File: config.mk
export PLATFORM = sky130hd
export DESIGN_NAME = fp_align_shift
export DESIGN_NICKNAME = d
export VERILOG_FILES = /design/src/rtl/fp_align_shift.sv
export SDC_FILE = /design/constraint.sdc
export NUM_CORES = 1
export LEC_CHECK = 0
export CORE_ASPECT_RATIO = 0.9
export CORE_MARGIN = 1.5
export CORE_UTILIZATION = 50
export DETAILED_ROUTE_END_ITERATION = 7
export HOLD_SLACK_MARGIN = 0.1
export PLACE_DENSITY = 0.83
export SLEW_MARGIN = 10
export SYNTH_ARGS = -nofsm -noshare
export SYNTH_HDL_FRONTEND = slang
export SYNTH_SLANG_ARGS = --single-unit
export TNS_END_PERCENT = 10
File: constraint.sdc
create_clock -name clk -period 6.7 [get_ports clk]
set_input_delay 1.34 -clock clk [delete_from_list [all_inputs] [get_ports clk]]
set_output_delay 1.34 -clock clk [all_outputs]
set_load 0.01 [all_outputs]
File: src/rtl/fp_align_shift.sv
// ---------------------------------------------------------------------------
// fp_align_shift
//   FP32 add/sub alignment stage. Takes the larger/smaller operand pair from
//   the magnitude-compare stage and restores the hidden bits. It then
//   right-shifts the smaller significand by the exponent difference,
//   SHIFT_STEP bits per cycle, and folds every bit shifted out into a sticky
//   LSB. The result is presented to the significand add/sub stage.
//
// Ports
//   clk, rst_n                 clock, async active-low reset
//   in_valid / in_ready        upstream handshake (ready only while idle)
//   l_exponent, l_mantissa     larger-magnitude operand
//   s_exponent, s_mantissa     smaller-magnitude operand
//   swap, equal                flags from compare stage, passed through
//   out_valid / out_ready      downstream handshake
//   out_exponent               effective exponent of the larger operand
//   out_l_sig                  {hidden, l_mantissa, 3'b000}
//   out_s_sig                  aligned {hidden, s_mantissa, G, R, S}
//   out_swap, out_equal        registered flags
// ---------------------------------------------------------------------------
module fp_align_shift #(
  parameter int SHIFT_STEP = 1,
  parameter int SHIFT_CAP  = 27
) (
  input  logic        clk,
  input  logic        rst_n,
  input  logic        in_valid,
  output logic        in_ready,
  input  logic [7:0]  l_exponent,
  input  logic [7:0]  s_exponent,
  input  logic [22:0] l_mantissa,
  input  logic [22:0] s_mantissa,
  input  logic        swap,
  input  logic        equal,
  output logic        out_valid,
  input  logic        out_ready,
  output logic [7:0]  out_exponent,
  output logic [26:0] out_l_sig,
  output logic [26:0] out_s_sig,
  output logic        out_swap,
  output logic        out_equal
);

  localparam int W  = 27;
  localparam int CW = $clog2(SHIFT_CAP + 1);

  if (SHIFT_STEP != 1 && SHIFT_STEP != 2 && SHIFT_STEP != 4 && SHIFT_STEP != 8) begin : g_bad_step
    $error("fp_align_shift: SHIFT_STEP must be 1, 2, 4 or 8");
  end

  typedef enum logic [1:0] {IDLE, SHIFT, DONE} state_t;

  state_t          state;
  logic [W-1:0]    work;
  logic [CW-1:0]   cnt;

  // ---- operand decode (combinational, only used at the accept edge) ----
  logic            hid_l, hid_s;
  logic [7:0]      eff_l, eff_s, diff;
  logic [CW-1:0]   rem;
  logic [W-1:0]    ld_work;

  // Subnormals carry no hidden bit but share exponent 1 with the smallest
  // normals, so the effective exponent of a zero field is 1.
  assign hid_l   = |l_exponent;
  assign hid_s   = |s_exponent;
  assign eff_l   = hid_l ? l_exponent : 8'd1;
  assign eff_s   = hid_s ? s_exponent : 8'd1;
  assign diff    = eff_l - eff_s;
  assign rem     = (diff > 8'(SHIFT_CAP)) ? CW'(SHIFT_CAP) : diff[CW-1:0];
  assign ld_work = {hid_s, s_mantissa, 3'b000};

  // ---- one shift step ----
  // Candidates for every legal per-cycle shift amount; the last partial step
  // picks a smaller one so the total never overshoots rem.
  logic [CW-1:0]                k;
  logic [SHIFT_STEP:1][W-1:0]   cand;
  logic [W-1:0]                 work_nxt;

  assign k = (cnt < CW'(SHIFT_STEP)) ? cnt : CW'(SHIFT_STEP);

  for (genvar i = 1; i <= SHIFT_STEP; i++) begin : g_cand
    logic [W-1:0] sh;
    assign sh      = work >> i;
    // work[i-1:0] includes the old sticky bit, so sticky never gets lost.
    assign cand[i] = {sh[W-1:1], sh[0] | (|work[i-1:0])};
  end

  always_comb begin
    work_nxt = cand[1];
    for (int i = 1; i <= SHIFT_STEP; i++) begin
      if (k == CW'(i)) work_nxt = cand[i];
    end
  end

  // ---- control and registered outputs ----
  always_ff @(posedge clk or negedge rst_n) begin
    if (!rst_n) begin
      state        <= IDLE;
      in_ready     <= 1'b1;
      out_valid    <= 1'b0;
      out_exponent <= '0;
      out_l_sig    <= '0;
      out_s_sig    <= '0;
      out_swap     <= 1'b0;
      out_equal    <= 1'b0;
      work         <= '0;
      cnt          <= '0;
    end else begin
      unique case (state)
        IDLE: begin
          if (in_valid) begin
            out_exponent <= eff_l;
            out_l_sig    <= {hid_l, l_mantissa, 3'b000};
            out_swap     <= swap;
            out_equal    <= equal;
            work         <= ld_work;
            cnt          <= rem;
            in_ready     <= 1'b0;
            if (rem == '0) begin
              state     <= DONE;
              out_valid <= 1'b1;
              out_s_sig <= ld_work;
            end else begin
              state     <= SHIFT;
            end
          end
        end
        SHIFT: begin
          work <= work_nxt;
          cnt  <= cnt - k;
          if (cnt == k) begin
            state     <= DONE;
            out_valid <= 1'b1;
            out_s_sig <= work_nxt;
          end
        end
        DONE: begin
          // outputs are only ever written on entry, so they hold under stall
          if (out_ready) begin
            state     <= IDLE;
            out_valid <= 1'b0;
            in_ready  <= 1'b1;
          end
        end
        default: begin
          state     <= IDLE;
          out_valid <= 1'b0;
          in_ready  <= 1'b1;
        end
      endcase
    end
  end

endmodule

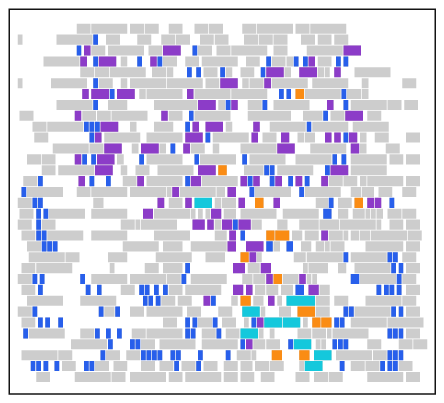
**Above:** run 1 (logic cells by family).
(4 px per um)
- nand cells: blue (cells 159; where spread over the die)
- aoi and oai cells: purple (cells 81)
- fa/ha/maj cells: cyan (cells 9)
- and/or cells: orange (cells 14)
logic share of the area: 0.336
Top cell excl fill/tap: nand2_1
Non-Filler Instances: 741

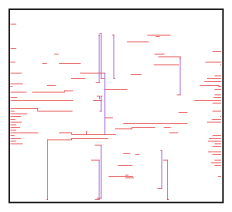
**Above:** run 1 (wiring by layer).
(2 px per um) Two of the layers only.
- M4: purple (wire length 239 um)
- M3: red (wire length 594 um)
routed vias: 3994
final WL: 11600 um
GRT Total Usage: 0.240
Wirelength per Cell: 15.6 um

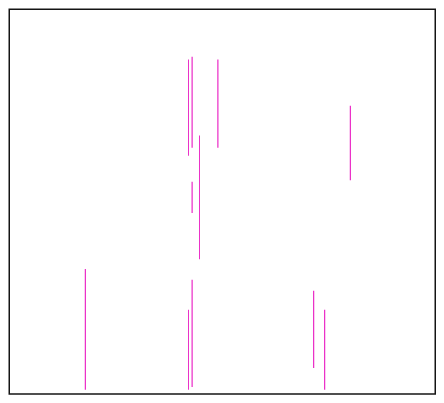
**Above:** run 1 (met4 routing).
(4 px per um)
- main direction: vertical
- wire length on this layer: 239 um

==> qor.yml, run 1 <==
drt:
  drc: 0
yosys:
  synth_top_flop_cell: "dfrtp_1"
  yosysCellCount: 509
  xor_share: 0.0165
  netlist.area_leader.share: 0.502
  yosysTopAreaCell: "dfrtp_1"
  yosys.area_share.aoi: 0.145
cells_and_area:
  area_delta_synth_final_pct: 31.6
  buffer_area_frac: 0.213
  drive_gt1_frac: 0.0759
  logic_area_um2: 2120
  top_regs: "out_s_sig x27, work x27, out_l_sig x24"
pwr:
  leakagePower_nw: 2.89
floorplanning:
  die_w_um: 106
  num_rows: 33
setup_path:
  timing.rr.start: "cnt[3]"
  crit_end: "out_s_sig[14]"
  worst-endpoint-arrival_ps: 5450
  crit_chain: "clkdlybuf4s50_1 > or4_1 > nor2_1 > nor2_1 > ha_1 > fa_1 > nand2b_1 > a2111o_1 > and3_1 > a211oi_1 > and4b_1 > buf_4 > or2_1 > buf_4 > a31oi_2"
  start_kind: "input port"
clock_tree:
  cts_made_buffers: 9
sta:
  setup-tns-final_ps: 0
global_routing:
  grt_pass1_vias: 4051
outcome:
  status: "finished clean"
==> run 1 -> run 2 <==
--- a/config.mk
+++ b/config.mk
@@ -7,10 +7,10 @@
 export LEC_CHECK = 0
 export CORE_ASPECT_RATIO = 0.9
 export CORE_MARGIN = 1.5
-export CORE_UTILIZATION = 50
+export CORE_UTILIZATION = 48
 export DETAILED_ROUTE_END_ITERATION = 7
 export HOLD_SLACK_MARGIN = 0.1
-export PLACE_DENSITY = 0.83
+export PLACE_DENSITY = 0.8
 export SLEW_MARGIN = 10
 export SYNTH_ARGS = -nofsm -noshare
 export SYNTH_HDL_FRONTEND = slang
==> constraint.sdc (replaced) <==
create_clock -name clk -period 5 [get_ports clk]
set_input_delay 1 -clock clk [delete_from_list [all_inputs] [get_ports clk]]
set_output_delay 1 -clock clk [all_outputs]
set_load 0.01 [all_outputs]
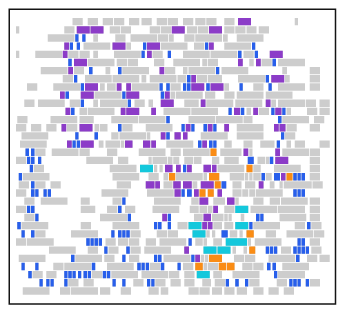
**Above:** run 2 (logic cells by family).
(3 px per um)
- fa/ha/maj cells: cyan (cells 9; where bottom middle)
- and/or cells: orange (cells 14)
- nand cells: blue (cells 159; where spread over the die)
- aoi and oai cells: purple (cells 81)
Non-Filler Instances: 747
logic share of the area: 0.336

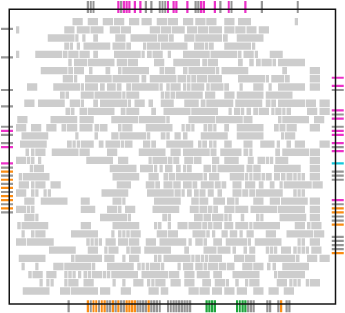
**Above:** run 2 (pin map).
(3 px per um) Pins as bars across the die edge, other pins in gray.
- out_s_sig: magenta (pins 27; direction output; edge 15 top, 9 right, 3 left)
- out_valid: cyan (pins 1; direction output; edge right)
- s_exponent: green (pins 8; direction input; edge bottom)
- l_mantissa: orange (pins 23; direction input; edge 13 bottom, 6 left, 4 right)
- all pins by edge: 54 bottom, 30 top, 28 right, 22 left
Die X: 108 um
Port Buffers: 130
Die H: 97.7 um

==> run 2 against run 1 <==
  * Largest cell class unchanged
  * Largest power group unchanged
  * Cell count rose by 0.81%
  * Clock-buffer cell count is 2 lower
  * Die size up 4.0%
  * Worst setup slack got worse by 970 ps
  * Critical path depth down 1
  * Synthesized cell count unchanged
  * Utilization decreased by 3.5 points
==> qor.yml, run 2 <==
outcome:
  status: "finished clean"
drt:
  via_count: 3979
  drc: 0
  totalWireLength_um: 11500
  wl_per_cell_um: 15.4
setup_path:
  start_kind: "input port"
  crit_end: "out_s_sig[15]"
  timing.rr.start: "cnt[3]"
  crit_chain: "clkdlybuf4s50_1 > or4_1 > nor2_1 > nor2_1 > ha_1 > fa_1 > nand2b_1 > a2111o_1 > and3_1 > a211oi_1 > and4b_1 > buf_4 > nor3_1 > a31oi_2"
  cp_slowest_cell: "or4_1"
yosys:
  xor_share: 0.0165
  yosysTopAreaCell: "dfrtp_1"
  yosys.area_share.aoi: 0.145
  yosysCellCount: 509
cells_and_area:
  ff_count: 97
  drive_gt1_frac: 0.0805
  buffer_area_frac: 0.217
  logic_area_um2: 2120
  layout_top_cell: "nand2_1"
  top_regs: "out_s_sig x27, work x27, out_l_sig x24"
  area_delta_synth_final_pct: 31.4
global_routing:
  grt_usage: 0.221
pwr:
  leakagePower_nw: 2.88
  ir_drop_v: 0.000279
sta:
  setup-tns-final_ps: 0
floorplanning:
  num_rows: 34
Power and IR drop assume default switching activity.
